<file path="src/rtl/s2p_pkg.sv">
// s2p_pkg: shared state encoding and counter sizing for the serial_to_parallel deserialiser.
package s2p_pkg;
  typedef enum logic {ST_IDLE, ST_SHIFT} state_e;
  function automatic int cnt_w(input int w);
    return $clog2(w + 1);
  endfunction
endpackage

</file>
<file path="src/rtl/s2p_hold_reg.sv">
// s2p_hold_reg: one-word valid/ready holding register with load, consume and overflow detection.
module s2p_hold_reg #(
  parameter int WIDTH = 8
) (
  input  logic             clk,
  input  logic             rstn,
  input  logic             load_i,
  input  logic [WIDTH-1:0] data_i,
  input  logic             ready_i,
  output logic [WIDTH-1:0] data_o,
  output logic             valid_o,
  output logic             ovf_o
);
  logic [WIDTH-1:0] data_q, data_d;
  logic             valid_q, valid_d, ovf_q, ovf_d, accept;
  // A load is accepted when the slot is empty or is being drained on this same edge.
  always_comb begin
    accept  = !valid_q || ready_i;
    data_d  = (load_i && accept) ? data_i : data_q;
    valid_d = load_i || (valid_q && !ready_i);
    ovf_d   = load_i && !accept;
  end
  always_ff @(posedge clk or negedge rstn)
    if (!rstn) begin
      data_q  <= '0;
      valid_q <= 1'b0;
      ovf_q   <= 1'b0;
    end else begin
      data_q  <= data_d;
      valid_q <= valid_d;
      ovf_q   <= ovf_d;
    end
  assign data_o  = data_q;
  assign valid_o = valid_q;
  assign ovf_o   = ovf_q;
endmodule

</file>
<file path="src/rtl/serial_to_parallel.sv">
// serial_to_parallel: deserialiser assembling WIDTH valid-qualified serial bits into a word,
// presented through a one-word ready/valid holding register with gap and overflow reporting.
module serial_to_parallel
  import s2p_pkg::*;
#(
  parameter int WIDTH        = 8,
  parameter bit MSB_FIRST    = 1'b1,
  parameter bit ABORT_ON_GAP = 1'b1
) (
  input  logic             clk,
  input  logic             rstn,
  input  logic             din_serial,
  input  logic             din_valid,
  output logic [WIDTH-1:0] dout_parallel,
  output logic             dout_valid,
  input  logic             dout_ready,
  output logic             busy,
  output logic             frame_err,
  output logic             overflow_err
);
  localparam int             CW   = cnt_w(WIDTH);
  localparam logic [CW-1:0] LAST = CW'(WIDTH - 1);
  state_e           state_q;
  logic [CW-1:0]    cnt_q;
  logic [WIDTH-1:0] sh_q, sh_nxt;
  logic             busy_q, ferr_q, done;
  assign sh_nxt = MSB_FIRST ? {sh_q[WIDTH-2:0], din_serial} : {din_serial, sh_q[WIDTH-1:1]};
  assign done   = din_valid && (cnt_q == LAST);
  always_ff @(posedge clk or negedge rstn)
    if (!rstn) begin
      state_q <= ST_IDLE;
      cnt_q   <= '0;
      sh_q    <= '0;
      busy_q  <= 1'b0;
      ferr_q  <= 1'b0;
    end else begin
      ferr_q <= 1'b0;
      if (din_valid) begin
        sh_q    <= sh_nxt;
        cnt_q   <= done ? '0 : cnt_q + CW'(1);
        busy_q  <= !done;
        state_q <= done ? ST_IDLE : ST_SHIFT;
      end else if (state_q == ST_SHIFT && ABORT_ON_GAP) begin
        cnt_q   <= '0;
        busy_q  <= 1'b0;
        state_q <= ST_IDLE;
        ferr_q  <= 1'b1;
      end
    end
  // The completing bit is folded in combinationally so the whole word loads on its own edge.
  s2p_hold_reg #(.WIDTH(WIDTH)) u_hold (
    .clk    (clk),
    .rstn   (rstn),
    .load_i (done),
    .data_i (sh_nxt),
    .ready_i(dout_ready),
    .data_o (dout_parallel),
    .valid_o(dout_valid),
    .ovf_o  (overflow_err)
  );
  assign busy      = busy_q;
  assign frame_err = ferr_q;
endmodule

</file>
<file path="config.mk">
export PLATFORM = sky130hd
export DESIGN_NAME = serial_to_parallel
export DESIGN_NICKNAME = d
export VERILOG_FILES = /design/src/rtl/s2p_pkg.sv /design/src/rtl/s2p_hold_reg.sv /design/src/rtl/serial_to_parallel.sv
export SDC_FILE = /design/constraint.sdc
export NUM_CORES = 1
export LEC_CHECK = 0
export CORE_MARGIN = 2
export CORE_UTILIZATION = 35
export CTS_CLUSTER_SIZE = 20
export DETAILED_ROUTE_END_ITERATION = 7
export HOLD_SLACK_MARGIN = 0.05
export PLACE_DENSITY = 0.61
export SLEW_MARGIN = 5
export SYNTH_ARGS = -nofsm -noshare
export SYNTH_HDL_FRONTEND = slang
export SYNTH_SLANG_ARGS = --single-unit
</file>
<file path="constraint.sdc">
create_clock -name clk -period 1.8 [get_ports clk]
set_input_delay 0.18 -clock clk [delete_from_list [all_inputs] [get_ports clk]]
set_output_delay 0.18 -clock clk [all_outputs]
set_load 0.02 [all_outputs]
</file>
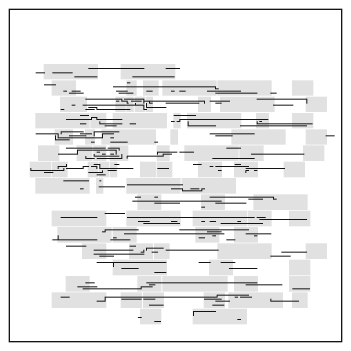
Figure 1: metal 1.
(6 px per µm) Cells faint in the background.
share of all routed wire: 46%
main direction: horizontal
nets with wire on the layer: 76
longest straight run: 21.2 µm
wire length on this layer: 709 µm

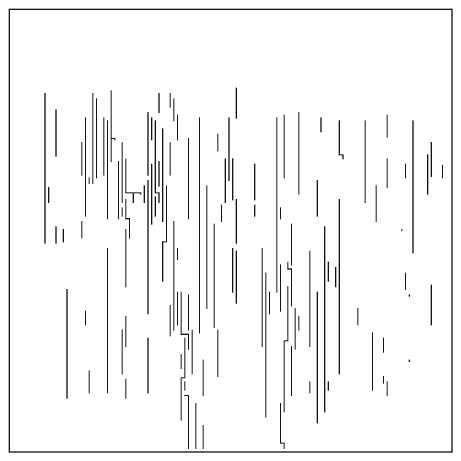
Figure 2: met2 routing.
(8 px per µm)
main direction: vertical
wire length on this layer: 762 µm
nets with wire on the layer: 83

==> qor.csv <==
stage;metric;value;unit
status;result of the run;finished clean;
global_routing;met1 Use GR;0.163;
power_and_ir_drop;reported sequential group power;783;µW
final_timing;share of the clock period used by the worst path after layout;0.870;
synthesis;share of the synthesized netlist area taken by xor and xnor gates;0;
worst_setup_path;critical path capture point type;register;
finish;Layout Cell Area excl Fill;0.00118;mm²
worst_setup_path;total number of cells along the worst setup path;5;
final_timing;slack of the critical path;234;ps
synthesis;simple logic cell fraction of the synthesized area;0.0560;
worst_setup_path;number of buffer and inverter instances along the worst setup path;1;
floorplan;num tapcells;30;
final_timing;Fin Clk Skew;0.818;ps
detailed_routing;detailed-route vias per instance;4.81;
clocking;maximum clock path buffer count;2;
synthesis;number of enable flip-flop cells;0;
power_and_ir_drop;internal power of the cells;1170;µW
worst_setup_path;Worst Path Required;2000;ps
worst_setup_path;number of cells on the worst reg-to-reg path;5;
detailed_routing;detailed-router iteration count before antenna repair;4;
clocking;clock-pin slew on the worst setup and hold paths;130;ps
placed_design;GP Congestion;0.719;
detailed_routing;number of nets with antenna violations after detailed routing;0;
final_timing;relative max-transition margin;0.765;
floorplan;die outline height;55.2;µm
clocking;CTS resizes;0;
power_and_ir_drop;clock network fraction of design power;0.232;
clocking;clock insertion delay at the later pin of the skew report;300;ps
synthesis;arithmetic-cell share of the synthesized area counting full adders, half adders and majority gates;0.0137;
power_and_ir_drop;fraction of power spent switching nets;0.284;
final_timing;Max Fclk;0.639;GHz
clocking;clock sink count;24;
synthesis;most frequent cells after synthesis;24 x sky130_fd_sc_hd__dfrtp_1, 8 x sky130_fd_sc_hd__mux2_1, 8 x sky130_fd_sc_hd__mux2_2;
global_routing;antenna violations before repair;0;
clocking;post-CTS setup buffer count;0;
worst_setup_path;slowest stage cell, crit path;sky130_fd_sc_hd__dfrtp_1;
synthesis;share of async-settable or async-resettable flops after synthesis;1.00;
synthesis;dominant combinational cell family by area after synthesis;multiplexers;
worst_setup_path;Setup crit start kind;register;
finish;filler cell count in the final layout;245;
finish;register share of the cell area;0.511;
final_timing;Final Max-Slew Violation Tally;0;
finish;count of flip-flops and latches;24;
worst_setup_path;crit path cell chain;ha_1 > nand4b_1 > nor2b_1 > buf_4 > mux2_1;
power_and_ir_drop;worst vdd ir;0.651;mV
synthesis;cell count in the Yosys report;63;
synthesis;mux contribution to synthesized area;0.197;
floorplan;chip area;0.00304;mm²
finish;Data buffer area share;0.155;
finish;antenna cell count;0;
power_and_ir_drop;part of the power in registers;0.478;
synthesis;sequential fraction of the synthesis area;0.656;
final_timing;unrepaired setup endpoints after global routing;no;
finish;#MultiIn Comb;34;
detailed_routing;Post-Route M1 WL;709;µm
global_routing;global routing usage on met2;0.220;
finish;most common logic cells in the final layout;24 x sky130_fd_sc_hd__dfrtp_1, 16 x sky130_fd_sc_hd__clkdlybuf4s50_1, 8 x sky130_fd_sc_hd__mux2_2, 8 x sky130_fd_sc_hd__mux2_1, 4 x sky130_fd_sc_hd__a21oi_1;
worst_setup_path;biggest cell delay along the critical path;400;ps
job;Tool Warnings;26;
finish;clock buffer count in the final layout;3;
finish;Non-Clock Inverter Count;3;
worst_setup_path;reg2reg start;cnt_q[1];
worst_setup_path;CP top delay family;flip-flops;
finish;flip-flop count of the largest register, all copies and words added;8;
final_timing;number of endpoints with negative hold slack in the final report;0;
clocking;H-tree depth reported by CTS;1;
clocking;TritonCTS clock tree;built;
finish;most frequently placed logic cell in the final layout;sky130_fd_sc_hd__dfrtp_1;
synthesis;Avg Cell Area, Syn;14.5;µm²
Power and IR drop assume default switching activity.
